--- config.mk ---
export PLATFORM = sky130hd
export DESIGN_NAME = packed_burst_write_ctrl
export DESIGN_NICKNAME = d
export VERILOG_FILES = /design/src/rtl/packed_burst_write_ctrl_pkg.sv /design/src/rtl/packed_burst_write_ctrl.sv
export SDC_FILE = /design/constraint.sdc
export NUM_CORES = 1
export LEC_CHECK = 0
export ABC_CLOCK_PERIOD_IN_PS = 2600
export CAP_MARGIN = 0
export CORE_AREA = 2 2 115 117
export CTS_CLUSTER_SIZE = 14
export DETAILED_ROUTE_END_ITERATION = 8
export DIE_AREA = 0 0 117 119
export SLEW_MARGIN = 20
export SYNTH_ARGS = -nofsm -noshare
export SYNTH_HDL_FRONTEND = slang
export SYNTH_SLANG_ARGS = --single-unit
--- constraint.sdc ---
create_clock -name i_clk -period 2.6 [get_ports i_clk]
set_input_delay 0.52 -clock i_clk [delete_from_list [all_inputs] [get_ports i_clk]]
set_output_delay 0.52 -clock i_clk [all_outputs]
set_load 0.005 [all_outputs]
--- src/rtl/packed_burst_write_ctrl_pkg.sv ---
// Shared types and constants for the packed burst write controller.
package packed_burst_write_ctrl_pkg;

    // Controller FSM states
    typedef enum logic [1:0] {
        IDLE      = 2'd0,
        CMD       = 2'd1,
        DATA      = 2'd2,
        FRAME_END = 2'd3
    } e_wr_state;

    // Default thermal frame geometry
    localparam int FRAME_W    = 32;
    localparam int FRAME_H    = 24;
    localparam int PIXEL_BITS = 16;

    // Bits needed for a counter that must be able to hold the value n itself
    function automatic int cnt_width(input int n);
        return $clog2(n + 1);
    endfunction

endpackage

--- src/rtl/packed_burst_write_ctrl.sv ---
// Chops the packed word stream into fixed-length write bursts, one command per
// burst, ping-ponging between two frame buffers. Data moves through with zero
// latency while a burst is open; the FSM only gates the handshakes.
module packed_burst_write_ctrl
    import packed_burst_write_ctrl_pkg::*;
#(
    parameter int                p_dwidth      = 128,
    parameter int                p_awidth      = 24,
    parameter int                p_burst_len   = 8,
    parameter int                p_frame_words = FRAME_W * FRAME_H * PIXEL_BITS / 128,
    parameter logic [p_awidth-1:0] p_base0     = 'h000000,
    parameter logic [p_awidth-1:0] p_base1     = 'h001000,
    localparam int               LW            = cnt_width(p_burst_len),
    localparam int               IW            = cnt_width(p_frame_words)
) (
    input  logic                i_clk,
    input  logic                i_rst,
    input  logic                i_enable,
    input  logic                i_valid,
    input  logic [p_dwidth-1:0] i_data,
    output logic                o_ready,
    output logic                o_cmd_valid,
    output logic [p_awidth-1:0] o_cmd_addr,
    output logic [LW-1:0]       o_cmd_len,
    input  logic                i_cmd_ready,
    output logic                o_wr_valid,
    output logic [p_dwidth-1:0] o_wr_data,
    input  logic                i_wr_ready,
    output logic                o_frame_done,
    output logic                o_frame_buf,
    output logic                o_busy
);

    e_wr_state     state;
    logic [IW-1:0] word_idx;
    logic [LW-1:0] beat_cnt;
    logic          wr_buf;
    logic          frame_buf;

    logic in_data;
    logic beat;
    logic last_beat;

    // Data path is a straight pass-through gated by the DATA state
    assign in_data    = (state == DATA);
    assign beat       = in_data & i_valid & i_wr_ready;
    assign last_beat  = (beat_cnt == LW'(p_burst_len - 1));

    assign o_ready      = in_data & i_wr_ready;
    assign o_wr_valid   = in_data & i_valid;
    assign o_wr_data    = in_data ? i_data : '0;
    assign o_cmd_valid  = (state == CMD);
    assign o_cmd_addr   = (wr_buf ? p_base1 : p_base0) + p_awidth'(word_idx);
    assign o_cmd_len    = LW'(p_burst_len - 1);
    assign o_frame_done = (state == FRAME_END);
    assign o_frame_buf  = frame_buf;
    assign o_busy       = (state != IDLE);

    // Burst sequencer: state, beat counter, frame word index and buffer select
    always_ff @(posedge i_clk) begin
        if (i_rst) begin
            state     <= IDLE;
            word_idx  <= '0;
            beat_cnt  <= '0;
            wr_buf    <= 1'b0;
            frame_buf <= 1'b0;
        end else begin
            case (state)
                IDLE: begin
                    if (i_enable) state <= CMD;
                end
                CMD: begin
                    if (i_cmd_ready) begin
                        state    <= DATA;
                        beat_cnt <= '0;
                    end
                end
                DATA: begin
                    if (beat) begin
                        beat_cnt <= beat_cnt + LW'(1);
                        word_idx <= word_idx + IW'(1);
                        // i_enable is only sampled at burst boundaries so a
                        // started burst always delivers its full length
                        if (last_beat) begin
                            if (word_idx == IW'(p_frame_words - 1))
                                state <= FRAME_END;
                            else
                                state <= i_enable ? CMD : IDLE;
                        end
                    end
                end
                FRAME_END: begin
                    frame_buf <= wr_buf;
                    wr_buf    <= ~wr_buf;
                    word_idx  <= '0;
                    state     <= i_enable ? CMD : IDLE;
                end
                default: state <= IDLE;
            endcase
        end
    end

endmodule

Figure 1. Clock distribution.
The bar under the picture is 20 µm long.
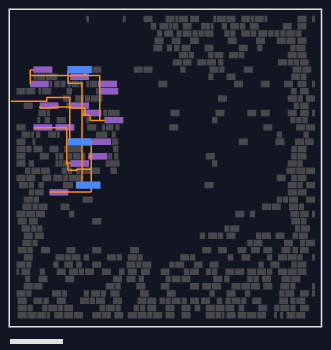
blue -> clock drivers  # count 3
purple -> flip-flops  # count 15
orange -> clock wires  # length 258 µm
routed clock nets = 4
reported clock group power: 306 µW
final clock skew: 0.00218 ns
clock power share: 28.7%

Figure 2. Metal 2.
Cells faint in the background.
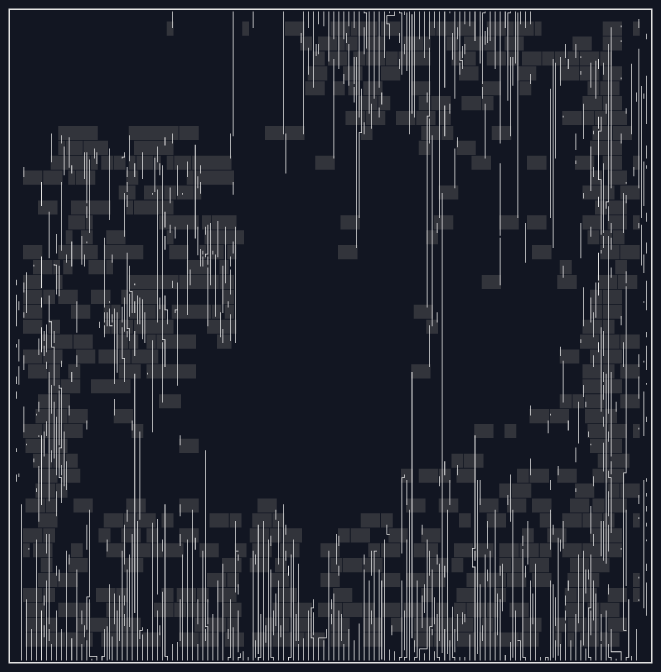
nets with wire on the layer = 556
longest straight run = 83.8 µm
main direction = vertical
wire length on this layer = 4700 µm
via total after detailed routing: 2487
GRT met2 Usage: 22.3%
routed wire length: 9.24 mm

Figure 3. Placement by cell class.
The bar under the picture is 20 µm long.
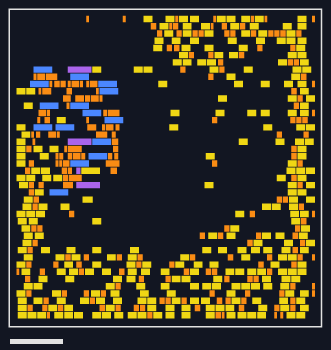
blue -> sequential cells  # cells 15, share of their area 6.7%
purple -> clock drivers and dummy loads  # cells 4, share of their area 1.8%
yellow -> remaining buffers and delay cells  # cells 277, share of their area 63%
orange -> combinational and other logic  # cells 210, share of their area 29%
sequential portion of the cell area: 6.42%
std cell rows: 42

Figure 4. Gate families picked out.
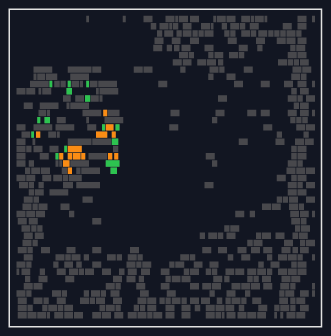
orange -> aoi and oai cells  # cells 14, most used a21oi_1, where west
green -> nand cells  # cells 15, most used nand2_1
fraction of area in multi-input gates: 27.5%
number of non-filler instances in the completed layout: 683
most common cell after layout, fill and taps aside: sky130_fd_sc_hd__clkdlybuf4s50_1

==> results.yml <==
# implementation run metrics
detailed_routing:
  route.detailed.wl_per_inst_um: 13.5
  drt_first_iter_violations: 35
finish:
  num-nonclk-inverters: 1
  final.clkbuf_count: 3
  fillers: 1334
  largestRegisters: "word_idx x7, beat_cnt x4, state x2"
  layout.clock.cell_area_share_pct: 1.71
  final_core_util_pct: 36.3
  syn2layout_area_growth_pct: 166
  largest_class: "non-clock buffers"
setup_path:
  critical_path_cell_count: 4
  reg2reg_from: "word_idx[0]"
  path_class: "flip-flop to output pin"
  timing.reg2reg.worst_path_depth: 5
yosys:
  synthDominantCellAreaShare_pct: 46.4
  synthDominantAreaCellType: "sky130_fd_sc_hd__and2_1"
  edf_count: 0
  post_synth_mux_area_share_pct: 1.14
  yosys-stat-cells: 245
  syn_area_um2: 1750
  synthTopCellsByCount: "130 x sky130_fd_sc_hd__and2_1, 22 x sky130_fd_sc_hd__buf_4, 15 x sky130_fd_sc_hd__dfxtp_1"
power:
  net_load_switching_power_uw: 257
  power.density_nw_per_um2: 228
  power.share.switching_pct: 24.1
status:
  status: "completed"
grt:
  grt_start_max_net_pins: 90
  wire_length_of_the_first_global_routing_pass_mm: 12.9
  grt-busiest-layer: "met2"
placement:
  hpwl_mm: 7.95
clocking:
  numClockSinks: 15
  cts_tree: "built"
Power is estimated from default activity; no workload was simulated.
